### config.mk
export PLATFORM = sky130hd
export DESIGN_NAME = lw_hazard_ctrl_flat
export DESIGN_NICKNAME = d
export VERILOG_FILES = /design/src/rtl/lw_hazard_ctrl_if.sv /design/src/rtl/lw_hazard_ctrl.sv /design/src/flat_wrapper.sv
export SDC_FILE = /design/constraint.sdc
export NUM_CORES = 1
export LEC_CHECK = 0
export CAP_MARGIN = 20
export CORE_MARGIN = 4
export CORE_UTILIZATION = 44
export CTS_BUF_LIST = sky130_fd_sc_hd__clkbuf_8
export CTS_CLUSTER_DIAMETER = 80
export DETAILED_ROUTE_END_ITERATION = 10
export PLACE_DENSITY = 0.82
export SYNTH_ARGS = -nofsm -noshare
export SYNTH_HDL_FRONTEND = slang
export SYNTH_SLANG_ARGS = --single-unit
### constraint.sdc
create_clock -name clk -period 2.4 [get_ports clk]
set_clock_uncertainty 0.2 [all_clocks]
set_input_delay 0.24 -clock clk [delete_from_list [all_inputs] [get_ports clk]]
set_output_delay 0.24 -clock clk [all_outputs]
set_load 0.005 [all_outputs]
### src/rtl/lw_hazard_ctrl_if.sv
// Bus between the ID-stage hazard/stall controller and the pipeline registers.
// The master side drives the hazard inputs; the slave side is the controller.
interface lw_hazard_ctrl_if #(
  parameter int unsigned REG_AW = 5,
  parameter int unsigned CTR_W  = 3,
  parameter int unsigned PERF_W = 16
);
  logic [CTR_W-1:0]  IdExMemOutCtr;
  logic [REG_AW-1:0] IdExRt;
  logic [REG_AW-1:0] IfIdRs;
  logic [REG_AW-1:0] IfIdRt;
  logic              IfIdUsesRs;
  logic              IfIdUsesRt;
  logic              BranchTaken;
  logic              MemBusy;
  logic              Stall;
  logic              PCen;
  logic              IfIden;
  logic              IfIdFlush;
  logic              IdExEn;
  logic              IdExFlush;
  logic              ExMemEn;
  logic [PERF_W-1:0] StallCount;

  modport master (
    output IdExMemOutCtr, IdExRt, IfIdRs, IfIdRt, IfIdUsesRs, IfIdUsesRt, BranchTaken, MemBusy,
    input  Stall, PCen, IfIden, IfIdFlush, IdExEn, IdExFlush, ExMemEn, StallCount
  );

  modport slave (
    input  IdExMemOutCtr, IdExRt, IfIdRs, IfIdRt, IfIdUsesRs, IfIdUsesRt, BranchTaken, MemBusy,
    output Stall, PCen, IfIden, IfIdFlush, IdExEn, IdExFlush, ExMemEn, StallCount
  );
endinterface

### src/rtl/lw_hazard_ctrl.sv
// Load-use hazard and stall controller for the ID stage: multi-cycle load stalls,
// memory-busy freeze, branch flush of IF/ID and a saturating stall-cycle counter.
module lw_hazard_ctrl #(
  parameter int unsigned REG_AW   = 5,
  parameter int unsigned CTR_W    = 3,
  parameter int unsigned LOAD_LAT = 1,
  parameter int unsigned PERF_W   = 16
) (
  input logic             clk,
  input logic             rst_n,
  lw_hazard_ctrl_if.slave bus
);

  typedef enum logic [0:0] {StIdle, StStall} state_e;

  state_e            stateQ, stateD;
  logic [3:0]        cntQ, cntD;
  logic [PERF_W-1:0] countQ, countD;

  logic haz;
  logic stall;
  logic frozen;

  // $0 never carries a hazard, and only operands actually read count.
  assign haz = (bus.IdExMemOutCtr != '0) && (bus.IdExRt != '0) &&
               ((bus.IfIdUsesRs && (bus.IdExRt == bus.IfIdRs)) ||
                (bus.IfIdUsesRt && (bus.IdExRt == bus.IfIdRt)));

  // Outputs are forced to their idle values while reset is held.
  assign stall  = rst_n && ((stateQ == StStall) || haz);
  assign frozen = rst_n && bus.MemBusy;

  always_comb begin
    stateD = stateQ;
    cntD   = cntQ;
    countD = countQ;
    if (!bus.MemBusy) begin
      unique case (stateQ)
        StIdle: begin
          if (haz && (LOAD_LAT > 1)) begin
            stateD = StStall;
            cntD   = 4'(LOAD_LAT - 1);
          end
        end
        StStall: begin
          cntD = cntQ - 4'd1;
          if (cntQ == 4'd1) begin
            stateD = StIdle;
          end
        end
        default: stateD = StIdle;
      endcase
      if (stall && (countQ != '1)) begin
        countD = countQ + 1'b1;
      end
    end
  end

  always_ff @(posedge clk or negedge rst_n) begin
    if (!rst_n) begin
      stateQ <= StIdle;
      cntQ   <= '0;
      countQ <= '0;
    end else begin
      stateQ <= stateD;
      cntQ   <= cntD;
      countQ <= countD;
    end
  end

  always_comb begin
    bus.Stall     = stall;
    bus.PCen      = ~stall;
    bus.IfIden    = ~stall;
    bus.IdExEn    = 1'b1;
    bus.ExMemEn   = 1'b1;
    bus.IdExFlush = stall;
    // A branch waiting on a load operand resolves only once the stall ends.
    bus.IfIdFlush = rst_n && bus.BranchTaken && ~stall;
    if (frozen) begin
      bus.PCen      = 1'b0;
      bus.IfIden    = 1'b0;
      bus.IdExEn    = 1'b0;
      bus.ExMemEn   = 1'b0;
      bus.IdExFlush = 1'b0;
      bus.IfIdFlush = 1'b0;
    end
  end

  assign bus.StallCount = countQ;

endmodule

### src/flat_wrapper.sv
// flat-port wrapper written by rule: the top's interface ports become plain ports
module lw_hazard_ctrl_flat 
#(
  parameter int unsigned REG_AW   = 5,
  parameter int unsigned CTR_W    = 3,
  parameter int unsigned LOAD_LAT = 1,
  parameter int unsigned PERF_W   = 16
)
  (clk, rst_n, bus_IdExMemOutCtr, bus_IdExRt, bus_IfIdRs, bus_IfIdRt, bus_IfIdUsesRs, bus_IfIdUsesRt, bus_BranchTaken, bus_MemBusy, bus_Stall, bus_PCen, bus_IfIden, bus_IfIdFlush, bus_IdExEn, bus_IdExFlush, bus_ExMemEn, bus_StallCount);
  lw_hazard_ctrl_if #(.REG_AW(REG_AW), .CTR_W(CTR_W), .PERF_W(PERF_W)) bus_i ();
  input logic clk;
  input logic rst_n;
  input wire logic [$bits(bus_i.IdExMemOutCtr)-1:0] bus_IdExMemOutCtr;
  input wire logic [$bits(bus_i.IdExRt)-1:0] bus_IdExRt;
  input wire logic [$bits(bus_i.IfIdRs)-1:0] bus_IfIdRs;
  input wire logic [$bits(bus_i.IfIdRt)-1:0] bus_IfIdRt;
  input wire logic [$bits(bus_i.IfIdUsesRs)-1:0] bus_IfIdUsesRs;
  input wire logic [$bits(bus_i.IfIdUsesRt)-1:0] bus_IfIdUsesRt;
  input wire logic [$bits(bus_i.BranchTaken)-1:0] bus_BranchTaken;
  input wire logic [$bits(bus_i.MemBusy)-1:0] bus_MemBusy;
  output wire logic [$bits(bus_i.Stall)-1:0] bus_Stall;
  output wire logic [$bits(bus_i.PCen)-1:0] bus_PCen;
  output wire logic [$bits(bus_i.IfIden)-1:0] bus_IfIden;
  output wire logic [$bits(bus_i.IfIdFlush)-1:0] bus_IfIdFlush;
  output wire logic [$bits(bus_i.IdExEn)-1:0] bus_IdExEn;
  output wire logic [$bits(bus_i.IdExFlush)-1:0] bus_IdExFlush;
  output wire logic [$bits(bus_i.ExMemEn)-1:0] bus_ExMemEn;
  output wire logic [$bits(bus_i.StallCount)-1:0] bus_StallCount;
  assign bus_i.IdExMemOutCtr = bus_IdExMemOutCtr;
  assign bus_i.IdExRt = bus_IdExRt;
  assign bus_i.IfIdRs = bus_IfIdRs;
  assign bus_i.IfIdRt = bus_IfIdRt;
  assign bus_i.IfIdUsesRs = bus_IfIdUsesRs;
  assign bus_i.IfIdUsesRt = bus_IfIdUsesRt;
  assign bus_i.BranchTaken = bus_BranchTaken;
  assign bus_i.MemBusy = bus_MemBusy;
  assign bus_Stall = bus_i.Stall;
  assign bus_PCen = bus_i.PCen;
  assign bus_IfIden = bus_i.IfIden;
  assign bus_IfIdFlush = bus_i.IfIdFlush;
  assign bus_IdExEn = bus_i.IdExEn;
  assign bus_IdExFlush = bus_i.IdExFlush;
  assign bus_ExMemEn = bus_i.ExMemEn;
  assign bus_StallCount = bus_i.StallCount;
  lw_hazard_ctrl #(.REG_AW(REG_AW), .CTR_W(CTR_W), .LOAD_LAT(LOAD_LAT), .PERF_W(PERF_W)) u_core (.clk(clk), .rst_n(rst_n), .bus(bus_i));
endmodule
Figure 1. Local utilization.
The die is cut into 12 by 12 equal tiles; black is low, pale yellow is high, 0 to 100% covered.
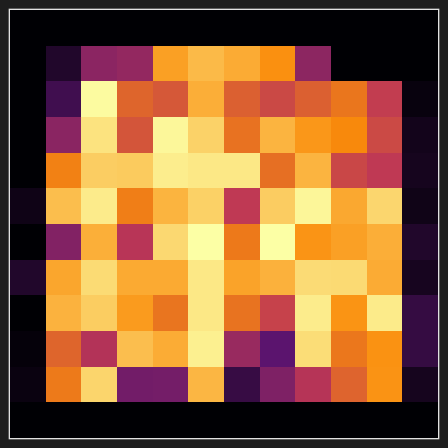
mean over tiles = 50%
fullest tile = 100%
tiles over 75% full = 40%
densest ninth of the die = center

Figure 2. Placement by cell class.
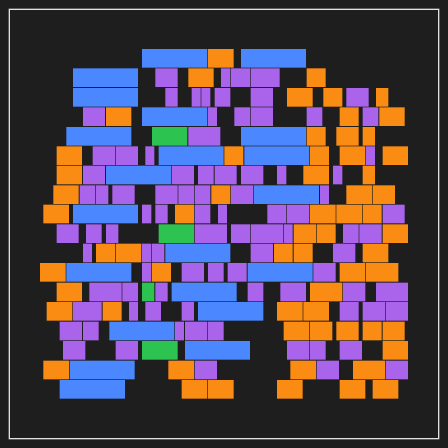
clock drivers and dummy loads -> green  # cells 4, share of their area 2.6%
other buffers and delay cells -> orange  # cells 62, share of their area 32%
flops -> blue  # cells 21, share of their area 30%
combinational and other logic -> purple  # cells 89, share of their area 36%

==> notes.md <==
Notes on the flow outputs.

- The average routed wire per standard cell reads 14.8 um.
- The class of the tightest hold or removal check reads primary input to asynchronous set/reset pin.
- The tally of OpenROAD warnings reads 27.
- The power drawn by the sequential cells reads 378 uW.
- The startpoint class of the critical path reads a primary input.
- The worst-case reg-to-reg path depth is 8.
- The via total after detailed routing reads 1119.
- The run finished with clean final reports.
- The clock period could shrink to 2.28 ns.
- Checking max transition, the worst relative margin is 77.9%.
- Setup repair after global routing left no endpoint under its margin.
- The number of distinct library cell variants in the gate-level netlist after synthesis reads 32.
- The portion of total power attributed to sequential cells is 51.5%.
- The first-pass iteration count of the detailed router is 4.
- The initial antenna violation count is 0.
- The first global-routing pass estimated 5.00 mm of wire.
- The cell count after placement is 198.
- The number of buffers added to fix hold violations after cts is 0.
- Net switching is 23.8% of the power.
- The share of final-layout standard cells stronger than drive strength 1 is 16.5%.
- The clock network is responsible for 31.1% of the overall power.
- Once the floorplan was initialized, standard cells occupied 46.8% of the core.
- The TritonCTS buffer count is 3.
- The maximum clock frequency reads 0.440 GHz.
- The number of nets in the synthesized netlist is 140.
- The data required time of the worst path is 1.96 ns.
- The buffers inserted during post-CTS setup optimization is 3.
- With fillers left out, the area of the finished cells amounts to 1820 um^2.
- STA lists the endpoint of the worst register-to-register path as u_core.bus.StallCount[11].
- The maximum ir drop on the vdd rail is 0.383 mV.
- The power drawn by the combinational cells is 128 uW.
- The count of nets left with antenna violations after detail routing is 0.
- The proportion of netlist area held by the largest area contributor reads 44.5%.
- The final worst slack is 0.125 ns.
- The power per unit of standard cell area is 404 nW/um^2.
- According to the floorplan report, the die width is 59.8 um.
- For the clock group, total power comes out at 228 uW.
- The cell type contributing the most total cell area after synthesis is sky130_fd_sc_hd__dfrtp_1.
- In the synthesized netlist, the cells that appear most often are 21 x sky130_fd_sc_hd__dfrtp_1, 18 x sky130_fd_sc_hd__xnor2_1, 10 x sky130_fd_sc_hd__nand2_1, 10 x sky130_fd_sc_hd__xor2_1, 8 x sky130_fd_sc_hd__nand4_1.
- The worst flop-to-flop path startpoint is u_core.bus.StallCount[0].
- In this run the power spent charging and discharging nets is 175 uW.
- The number of hold-slack violations in the final timing report reads 0.
- The synthesized instance count is 113.
- The I/O pin count reads 47.
- The global placer's final weighted congestion reads 0.772.
- Overall power consumption after layout is estimated at 734 uW.
- The via density per instance is 5.43.
- For this design, the slowest cell found on the critical path is sky130_fd_sc_hd__or4_1.
- The number of cells reported by Yosys stat comes to 113.
- The footprint of the flip-flops and latches reads 526 um^2.
- The area of the mapped netlist reads 1180 um^2.
- For this run, asynchronously set or reset flops after synthesis account for 100%.
- The max-slew violation total from the final report reads 0.
- The group drawing the most power reads sequential cells.
- The STA report counts the stages on the worst setup path as 8.
- The area after detailed placement reads 1740 um^2.
- After the flow finishes, the layout carries non-filler instances totaling 206.
- The TritonCTS clock tree reads done.
- The count of buffers added on input and output ports is 46.
- The standby leakage power is 0.819 nW.
- The cell at the root of the clock tree reads sky130_fd_sc_hd__clkbuf_8.
- The cell type group with the largest total delay on the critical path reads simple AND/OR/NAND/NOR gates.
- 0 antenna diodes ended up in the layout.
- The most instantiated flip-flop cell in the synthesis netlist reads sky130_fd_sc_hd__dfrtp_1.
- The element type at the critical path end reads an output port.
- The core box area reads 2520 um^2.
- The start point of the critical path reads bus_IdExRt[3].
- The final cycle utilization of the critical path is 94.8%.
- In the final layout, the multi-input gates occupy 627 um^2.
- The global routing report lists combined usage of all routing layers as 18.8%.
- Sorting the synthesized cells by area gives the leading types as sky130_fd_sc_hd__dfrtp_1 45%, sky130_fd_sc_hd__xnor2_1 13%, sky130_fd_sc_hd__xor2_1 7.4%.
- The part of the power in combinational logic reads 17.4%.
- The arrival time at the worst endpoint is 1.84 ns.
- The die height reads 59.8 um.
- The internal portion of the total power is 560 uW.
- The critical path ends at bus_IfIdFlush.
- For reference, the placement row count at floorplan is 18.
- In the final report, the number of endpoints failing setup comes to 0.
- The number of nets in the layout reads 204.
- The cell sequence reported for the critical path is dlygate4sd2_1 > or4_1 > o32a_1 > nand2_1 > o21ai_2 > buf_4 > nor2_1 > clkdlybuf4s15_1.
- The maximum buffer depth of the clock tree is 2.
- The type of the setup path with the least slack is primary input to output port.
- The number of maximum-capacitance constraint violations reads 0.
- Per the timing report, the biggest fanout along the worst path comes to 3.
- In this run, post-CTS repair resized a total of 12 instances.
- The worst-case reg-to-reg setup slack stands at 0.23 ns.
- The layout filler cell count reads 194.
- The average instance area after synthesis is 10.4 um^2.
- The slew at the pin closest to its max-slew limit reads 0.331 ns.
Figure 3. Sizing map.
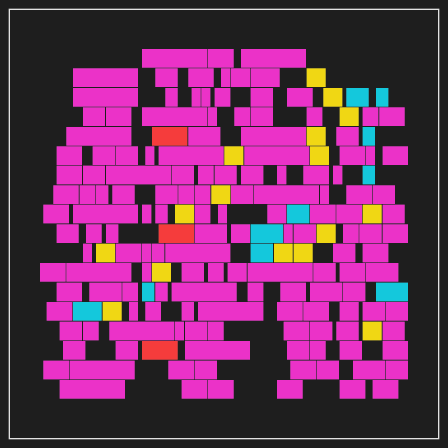
_2 cells -> cyan  # cells 10
_6 and larger -> red  # cells 3
_3 and _4 cells -> yellow  # cells 16
_0 and _1 cells -> magenta  # cells 147

## placed cells by master (no fill, tap or decap), drive strengths merged, types with 2 or more instances in the layout
| master | count |
|---|---|
| and3 | 4 |
| buf | 16 |
| clkbuf | 6 |
| clkdlybuf4s50 | 33 |
| dfrtp | 21 |
| dlygate4sd2 | 6 |
| dlymetal6s2s | 3 |
| ha | 3 |
| inv | 4 |
| nand2 | 10 |
| nand3 | 5 |
| nand4 | 8 |
| nor2 | 3 |
| nor2b | 2 |
| nor4 | 3 |
| o211ai | 3 |
| o21ai | 3 |
| xnor2 | 18 |
| xor2 | 10 |
## per-stage QoR
stage	util, %	hold WS (ns)	setup TNS (ns)
5_1_grt	72.0	0.0345	0
3_5_place_dp	69.0	0.267	-3.18
4_1_cts	71.6	0.0199	0
3_3_place_gp	69.0	0.257	-2.17
2_1_floorplan	-	-0.256	0
6_report	72.0	0.0231	0
## metal layers
metal | track usage, % | vias up | routed length, um
met2 | 31.5 | 50 | 1420
met5 | 0 | - | 0
met1 | 22.2 | 535 | 1230
li1 | - | 525 | -
met4 | 8.86 | 0 | 77
met3 | 4.97 | 9 | 323
## layout make-up
class / instances / share of cell area, %
Tap cell: 30 / 2.07
Inverter: 4 / 0.826
Clock inverter: 1 / 0.275
Multi-Input combinational cell: 85 / 34.5
Clock buffer: 3 / 2.27
Timing Repair Buffer: 62 / 31.1
Sequential cell: 21 / 28.9
## logic make-up (layout without fill, tap and decap cells)
logic type / after synthesis / after routing / synth area share [%]
and+or+nand+nor: 43 / 43 / 20.1
xor gates and xnor gates: 28 / 28 / 20.8
DFF: 21 / 21 / 44.5
AOI/OAI and AO/OA: 10 / 10 / 6.89
buffers and inverters: 7 / 70 / 3.50
adders and majority gates: 3 / 3 / 3.18
muxes: 1 / 1 / 0.954
No activity file was given, so power comes from the tool's default toggle rates.
